<file path="src/rtl/alu_sequencer_pkg.sv">
// ---------------------------------------------------------------------------
// alu_sequencer_pkg
//   Shared definitions for the ALU micro-sequencer:
//     - instruction opcodes (4-bit in_op encoding)
//     - ALU select codes (low three opcode bits of an ALU instruction)
//     - sequencer state encoding
//     - small opcode classification helpers
// ---------------------------------------------------------------------------
package alu_sequencer_pkg;

    // Instruction opcodes (in_op). 0xxx are ALU operations.
    localparam logic [3:0] OP_ADD   = 4'b0000;
    localparam logic [3:0] OP_SUB   = 4'b0001;
    localparam logic [3:0] OP_AND   = 4'b0010;
    localparam logic [3:0] OP_OR    = 4'b0011;
    localparam logic [3:0] OP_XOR   = 4'b0100;
    localparam logic [3:0] OP_SHL   = 4'b0101;
    localparam logic [3:0] OP_SHR   = 4'b0110;
    localparam logic [3:0] OP_NOT   = 4'b0111;
    localparam logic [3:0] OP_LOADI = 4'b1000;
    localparam logic [3:0] OP_NOP   = 4'b1001;

    // ALU select codes, identical to the low bits of the ALU opcodes.
    localparam logic [2:0] ALU_ADD = 3'b000;
    localparam logic [2:0] ALU_SUB = 3'b001;
    localparam logic [2:0] ALU_AND = 3'b010;
    localparam logic [2:0] ALU_OR  = 3'b011;
    localparam logic [2:0] ALU_XOR = 3'b100;
    localparam logic [2:0] ALU_SHL = 3'b101;
    localparam logic [2:0] ALU_SHR = 3'b110;
    localparam logic [2:0] ALU_NOT = 3'b111;

    // Sequencer states. Encoding 2'b11 is unreachable and recovers to S_IDLE.
    typedef enum logic [1:0] {
        S_IDLE = 2'b00,
        S_EXEC = 2'b01,
        S_WB   = 2'b10
    } state_e;

    function automatic logic is_alu_op(input logic [3:0] op);
        return (op[3] == 1'b0);
    endfunction

    function automatic logic is_illegal_op(input logic [3:0] op);
        return (op[3] == 1'b1) && (op != OP_LOADI) && (op != OP_NOP);
    endfunction

endpackage

</file>
<file path="src/rtl/alu_sequencer_alu.sv">
// ---------------------------------------------------------------------------
// alu_sequencer_alu
//   Purely combinational ALU used by the sequencer.
//   Ports:
//     a, b       in   WIDTH  operands (SHL/SHR/NOT use a only)
//     alu_sel    in   3      operation select (ALU_* codes)
//     alu_out    out  WIDTH  result, wraps modulo 2^WIDTH
//     carry_out  out  1      ADD: carry out of bit WIDTH-1
//                            SUB: borrow, bit WIDTH of the WIDTH+1-bit a-b
//                            all other operations: 0
// ---------------------------------------------------------------------------
module alu_sequencer_alu
    import alu_sequencer_pkg::*;
#(
    parameter int WIDTH = 8
) (
    input  logic [WIDTH-1:0] a,
    input  logic [WIDTH-1:0] b,
    input  logic [2:0]       alu_sel,
    output logic [WIDTH-1:0] alu_out,
    output logic             carry_out
);

    logic [WIDTH:0] wide;

    always_comb begin
        wide      = '0;
        alu_out   = '0;
        carry_out = 1'b0;
        case (alu_sel)
            ALU_ADD: begin
                wide      = {1'b0, a} + {1'b0, b};
                alu_out   = wide[WIDTH-1:0];
                carry_out = wide[WIDTH];
            end
            ALU_SUB: begin
                // Zero-extended subtraction: bit WIDTH is set exactly when b > a.
                wide      = {1'b0, a} - {1'b0, b};
                alu_out   = wide[WIDTH-1:0];
                carry_out = wide[WIDTH];
            end
            ALU_AND: alu_out = a & b;
            ALU_OR:  alu_out = a | b;
            ALU_XOR: alu_out = a ^ b;
            ALU_SHL: alu_out = a << 1;
            ALU_SHR: alu_out = a >> 1;
            ALU_NOT: alu_out = ~a;
            default: alu_out = '0;
        endcase
    end

endmodule

</file>
<file path="src/rtl/alu_sequencer.sv">
// ---------------------------------------------------------------------------
// alu_sequencer
//   Micro-sequencer for the mini datapath. Accepts one register-to-register
//   instruction per valid/ready handshake, reads operands from a 4-entry
//   register file, drives the shared ALU and writes the result back.
//
//   state  | meaning
//   -------+--------------------------------------------------------------
//   S_IDLE | in_ready high; on in_valid latch instruction and operands
//   S_EXEC | ALU evaluates latched operands; output registered at the edge
//   S_WB   | done pulse; register-file / result / carry update at the edge
//
//   Ports:
//     clk, rst               clock, asynchronous active-high reset
//     in_valid / in_ready    instruction handshake (ready only in S_IDLE)
//     in_op, in_rd,
//     in_rs1, in_rs2, in_imm instruction fields
//     done, err              one-cycle pulses in S_WB (err for illegal op)
//     result, carry_flag     last written value / last ALU carry, held
//     dbg_sel / dbg_data     combinational register-file read port
//   NREGS is fixed at 4 (2-bit register indices).
// ---------------------------------------------------------------------------
module alu_sequencer
    import alu_sequencer_pkg::*;
#(
    parameter int WIDTH = 8,
    parameter int NREGS = 4
) (
    input  logic             clk,
    input  logic             rst,
    input  logic             in_valid,
    output logic             in_ready,
    input  logic [3:0]       in_op,
    input  logic [1:0]       in_rd,
    input  logic [1:0]       in_rs1,
    input  logic [1:0]       in_rs2,
    input  logic [WIDTH-1:0] in_imm,
    output logic             done,
    output logic [WIDTH-1:0] result,
    output logic             carry_flag,
    output logic             err,
    input  logic [1:0]       dbg_sel,
    output logic [WIDTH-1:0] dbg_data
);

    state_e           state_q,   state_d;
    logic [3:0]       op_q,      op_d;
    logic [1:0]       rd_q,      rd_d;
    logic [WIDTH-1:0] imm_q,     imm_d;
    logic [WIDTH-1:0] a_q,       a_d;
    logic [WIDTH-1:0] b_q,       b_d;
    logic [WIDTH-1:0] alu_res_q, alu_res_d;
    logic             alu_c_q,   alu_c_d;
    logic [WIDTH-1:0] result_q,  result_d;
    logic             carry_q,   carry_d;
    logic [WIDTH-1:0] regfile_q [NREGS];
    logic [WIDTH-1:0] regfile_d [NREGS];

    logic [WIDTH-1:0] alu_out;
    logic             alu_carry;

    alu_sequencer_alu #(
        .WIDTH (WIDTH)
    ) u_alu (
        .a         (a_q),
        .b         (b_q),
        .alu_sel   (op_q[2:0]),
        .alu_out   (alu_out),
        .carry_out (alu_carry)
    );

    always_comb begin
        state_d   = state_q;
        op_d      = op_q;
        rd_d      = rd_q;
        imm_d     = imm_q;
        a_d       = a_q;
        b_d       = b_q;
        alu_res_d = alu_res_q;
        alu_c_d   = alu_c_q;
        result_d  = result_q;
        carry_d   = carry_q;
        regfile_d = regfile_q;

        case (state_q)
            S_IDLE: begin
                if (in_valid) begin
                    // Operands are captured here, so an instruction whose rd
                    // matches rs1/rs2 always sees pre-instruction values.
                    op_d    = in_op;
                    rd_d    = in_rd;
                    imm_d   = in_imm;
                    a_d     = regfile_q[in_rs1];
                    b_d     = regfile_q[in_rs2];
                    state_d = S_EXEC;
                end
            end
            S_EXEC: begin
                alu_res_d = alu_out;
                alu_c_d   = alu_carry;
                state_d   = S_WB;
            end
            S_WB: begin
                state_d = S_IDLE;
                if (is_alu_op(op_q)) begin
                    regfile_d[rd_q] = alu_res_q;
                    result_d        = alu_res_q;
                    carry_d         = alu_c_q;
                end else if (op_q == OP_LOADI) begin
                    regfile_d[rd_q] = imm_q;
                    result_d        = imm_q;
                end
                // NOP and illegal opcodes leave all architectural state alone.
            end
            default: state_d = S_IDLE;
        endcase
    end

    always_ff @(posedge clk or posedge rst) begin
        if (rst) begin
            state_q   <= S_IDLE;
            op_q      <= OP_NOP;
            rd_q      <= '0;
            imm_q     <= '0;
            a_q       <= '0;
            b_q       <= '0;
            alu_res_q <= '0;
            alu_c_q   <= 1'b0;
            result_q  <= '0;
            carry_q   <= 1'b0;
            for (int i = 0; i < NREGS; i++) begin
                regfile_q[i] <= '0;
            end
        end else begin
            state_q   <= state_d;
            op_q      <= op_d;
            rd_q      <= rd_d;
            imm_q     <= imm_d;
            a_q       <= a_d;
            b_q       <= b_d;
            alu_res_q <= alu_res_d;
            alu_c_q   <= alu_c_d;
            result_q  <= result_d;
            carry_q   <= carry_d;
            regfile_q <= regfile_d;
        end
    end

    // in_ready is gated by rst so it drops the moment reset is asserted.
    assign in_ready   = (state_q == S_IDLE) && !rst;
    assign done       = (state_q == S_WB);
    assign err        = (state_q == S_WB) && is_illegal_op(op_q);
    assign result     = result_q;
    assign carry_flag = carry_q;
    assign dbg_data   = regfile_q[dbg_sel];

endmodule

</file>
<file path="config.mk">
export PLATFORM = sky130hd
export DESIGN_NAME = alu_sequencer
export DESIGN_NICKNAME = d
export VERILOG_FILES = /design/src/rtl/alu_sequencer_pkg.sv /design/src/rtl/alu_sequencer_alu.sv /design/src/rtl/alu_sequencer.sv
export SDC_FILE = /design/constraint.sdc
export NUM_CORES = 1
export LEC_CHECK = 0
export ABC_AREA = 1
export CELL_PAD_IN_SITES_DETAIL_PLACEMENT = 0
export CELL_PAD_IN_SITES_GLOBAL_PLACEMENT = 2
export CORE_ASPECT_RATIO = 0.9
export CORE_MARGIN = 2
export CORE_UTILIZATION = 34
export DETAILED_ROUTE_END_ITERATION = 16
export PLACE_DENSITY_LB_ADDON = 0.1
export SYNTH_ARGS = -nofsm -noshare
export SYNTH_HDL_FRONTEND = slang
export SYNTH_SLANG_ARGS = --single-unit
</file>
<file path="constraint.sdc">
create_clock -name clk -period 3.3 [get_ports clk]
set_clock_uncertainty 0.1 [all_clocks]
set_input_delay 0.495 -clock clk [delete_from_list [all_inputs] [get_ports clk]]
set_output_delay 0.495 -clock clk [all_outputs]
set_load 0.01 [all_outputs]
</file>
==> flow_metrics.env <==
# implementation run metrics
export IMPL_synth_compound_gate_area_share=0.194
export IMPL_groute_usage_overall=0.197
export IMPL_cts_tree="built"
export IMPL_warnings=43
export IMPL_status="complete, no violations"
export IMPL_finalNonFillerCells=921
export IMPL_cpPeakStageDelay_ns=0.57
export IMPL_numCtsBuffers=9
export IMPL_cp_max_fo=24
export IMPL_worstSetupEndpointType="primary output"
export IMPL_first_pass_iters=4
export IMPL_largestClassByArea="multi-input combinational cells"
export IMPL_buffer_area_frac=0.0772
export IMPL_finalHoldViolCount=0
export IMPL_placedCellCount=905
export IMPL_timing_worst_setup_path_type="primary input to primary output"
export IMPL_hpwl_um=11900
export IMPL_cts_repair_resized=0
export IMPL_clkCellAreaFrac=0.0511
export IMPL_io_buffer_count=42
export IMPL_cts_root_buf="clkbuf_16"
export IMPL_rows=42
export IMPL_nClkBuffers=10
export IMPL_path_clk_slew_ns=0.07
export IMPL_critPathSlowestCell="clkdlybuf4s50_1"
export IMPL_hold_path_class="primary input to async pin"
export IMPL_grt_pass1_vias=4385
export IMPL_tightest_slew_ns=0.776
export IMPL_synth_xor_area_share=0.00673
export IMPL_dieWidth_um=134
export IMPL_flop_area_um2=2050
export IMPL_power_density_nw_per_um2=870
export IMPL_die_size_y_um=121
export IMPL_edf_count=0
export IMPL_initial_core_util=0.351
export IMPL_yosysUniqueCellTypes=37
export IMPL_synth_stat_cells=687
export IMPL_syn_nets=737
export IMPL_worst_setup_path_start_kind="primary input"
export IMPL_io_pins=43
export IMPL_topCellsByArea="dfrtp_1 (38%), nand2_1 (12%), o21ai_0 (8.6%), ha_1 (6.0%), inv_1 (5.7%)"
export IMPL_post_drt_wl_per_cell_um=16.7
export IMPL_seq_cells=82
export IMPL_via_per_inst=5.13
export IMPL_drc=0
export IMPL_dieArea_um2=16300
export IMPL_period_needed_ns=2.84
export IMPL_clk_latency_ns=0.35
export IMPL_synth_flops=82
export IMPL_p_int_mw=2.95
## power by group through the flow
stage / registers [mW] / logic [mW] / clock network [mW]
5_1_grt: 1.84 / 2.80 / 1.13
3_5_place_dp: 1.80 / 2.46 / 0
2_1_floorplan: 1.67 / 1.69 / 0
3_3_place_gp: 1.80 / 2.46 / 0
6_report: 1.78 / 2.47 / 1.06
4_1_cts: 1.78 / 2.48 / 1.08
## sequential cells by signal, indices dropped and copies added, names as in the netlist
name	count
imm_q	8
op_q	4
carry_flag	1
state_q	2
regfile_q	32
rd_q	2
alu_c_q	1
result	8
alu_res_q	8
a_q	8
b_q	8
## through the flow
step | instance area (um^2) | setup slack, ns
2_1_floorplan | 5210 | 0.600
3_3_place_gp | 5780 | 0.552
3_5_place_dp | 5780 | 0.459
4_1_cts | 6090 | 0.458
5_1_grt | 6090 | 0.310
6_report | 6090 | 0.457
## final timing paths
path / startpoint / end / slack (ns) / cells after the start
setup / recovery: dbg_sel[0] / dbg_data[0] / 0.46 / 5
min in group clk: result[1] / result[1] / 0.38 / 2
hold reg to reg: result[1] / result[1] / 0.38 / 2
max in group asynchronous: rst / a_q[7] / 2.09 / 3
setup reg to reg: a_q[2] / alu_res_q[3] / 1.07 / 10
hold / removal: rst / state_q[0] / 0.34 / 2
## per-layer routing
| metal | wire [um] | part of all wire | up-vias | track usage |
|---|---|---|---|---|
| met5 | 0 | 0 | - | 0 |
| met4 | 210 | 0.014 | 0 | 0.0507 |
| met3 | 791 | 0.051 | 22 | 0.0434 |
| met2 | 6700 | 0.44 | 114 | 0.291 |
| met1 | 7660 | 0.50 | 2262 | 0.290 |
| li1 | - | - | 2329 | - |
## critical path, delay by kind of cell
kind            cells  cell delay (ns)
compound gates      2             0.36
buf+inv             3             1.40
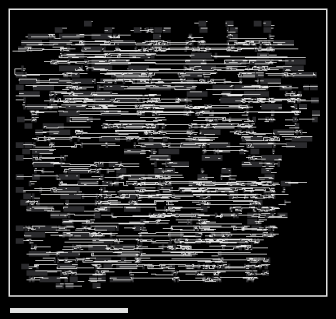
Fig. 1. Met1 routing.
Scale bar: 50 um.
main direction: horizontal
share of all routed wire: 50%
wire length on this layer: 7660 um
longest straight run: 49.7 um

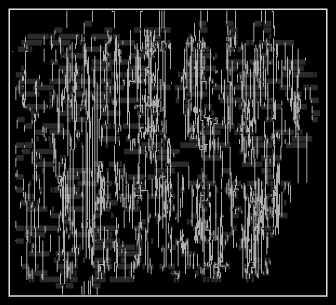
Fig. 2. Signal wires on met2.
nets with wire on the layer: 601
share of all routed wire: 44%

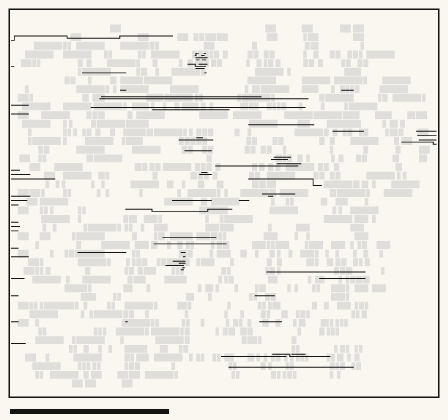
Fig. 3. Metal 3.
Scale bar: 50 um.
wire length on this layer: 792 um
nets with wire on the layer: 61
longest straight run: 67.2 um
vias: 4727
DRT Wirelength: 15400 um
met3 Use GR: 0.0434

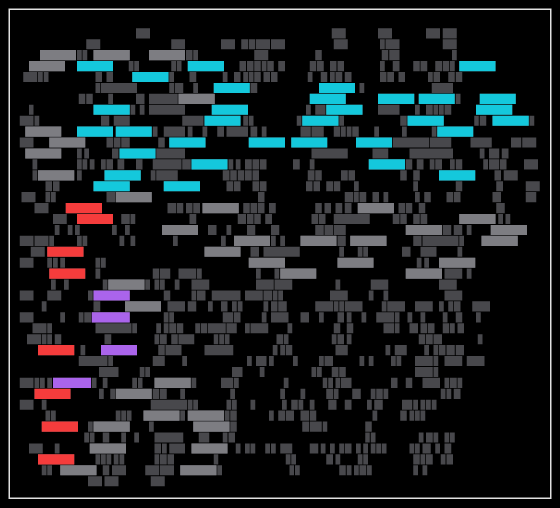
Fig. 4. Where the registers sit.
Other sequential cells in the stronger gray, the rest of the logic in the fainter gray.
[op_q] purple | placed flops: 4
[regfile_q] cyan | placed flops: 32 | where: a horizontal strip, top
[imm_q] red | placed flops: 8
not colored: 38

No activity file was given, so power comes from the tool's default toggle rates.
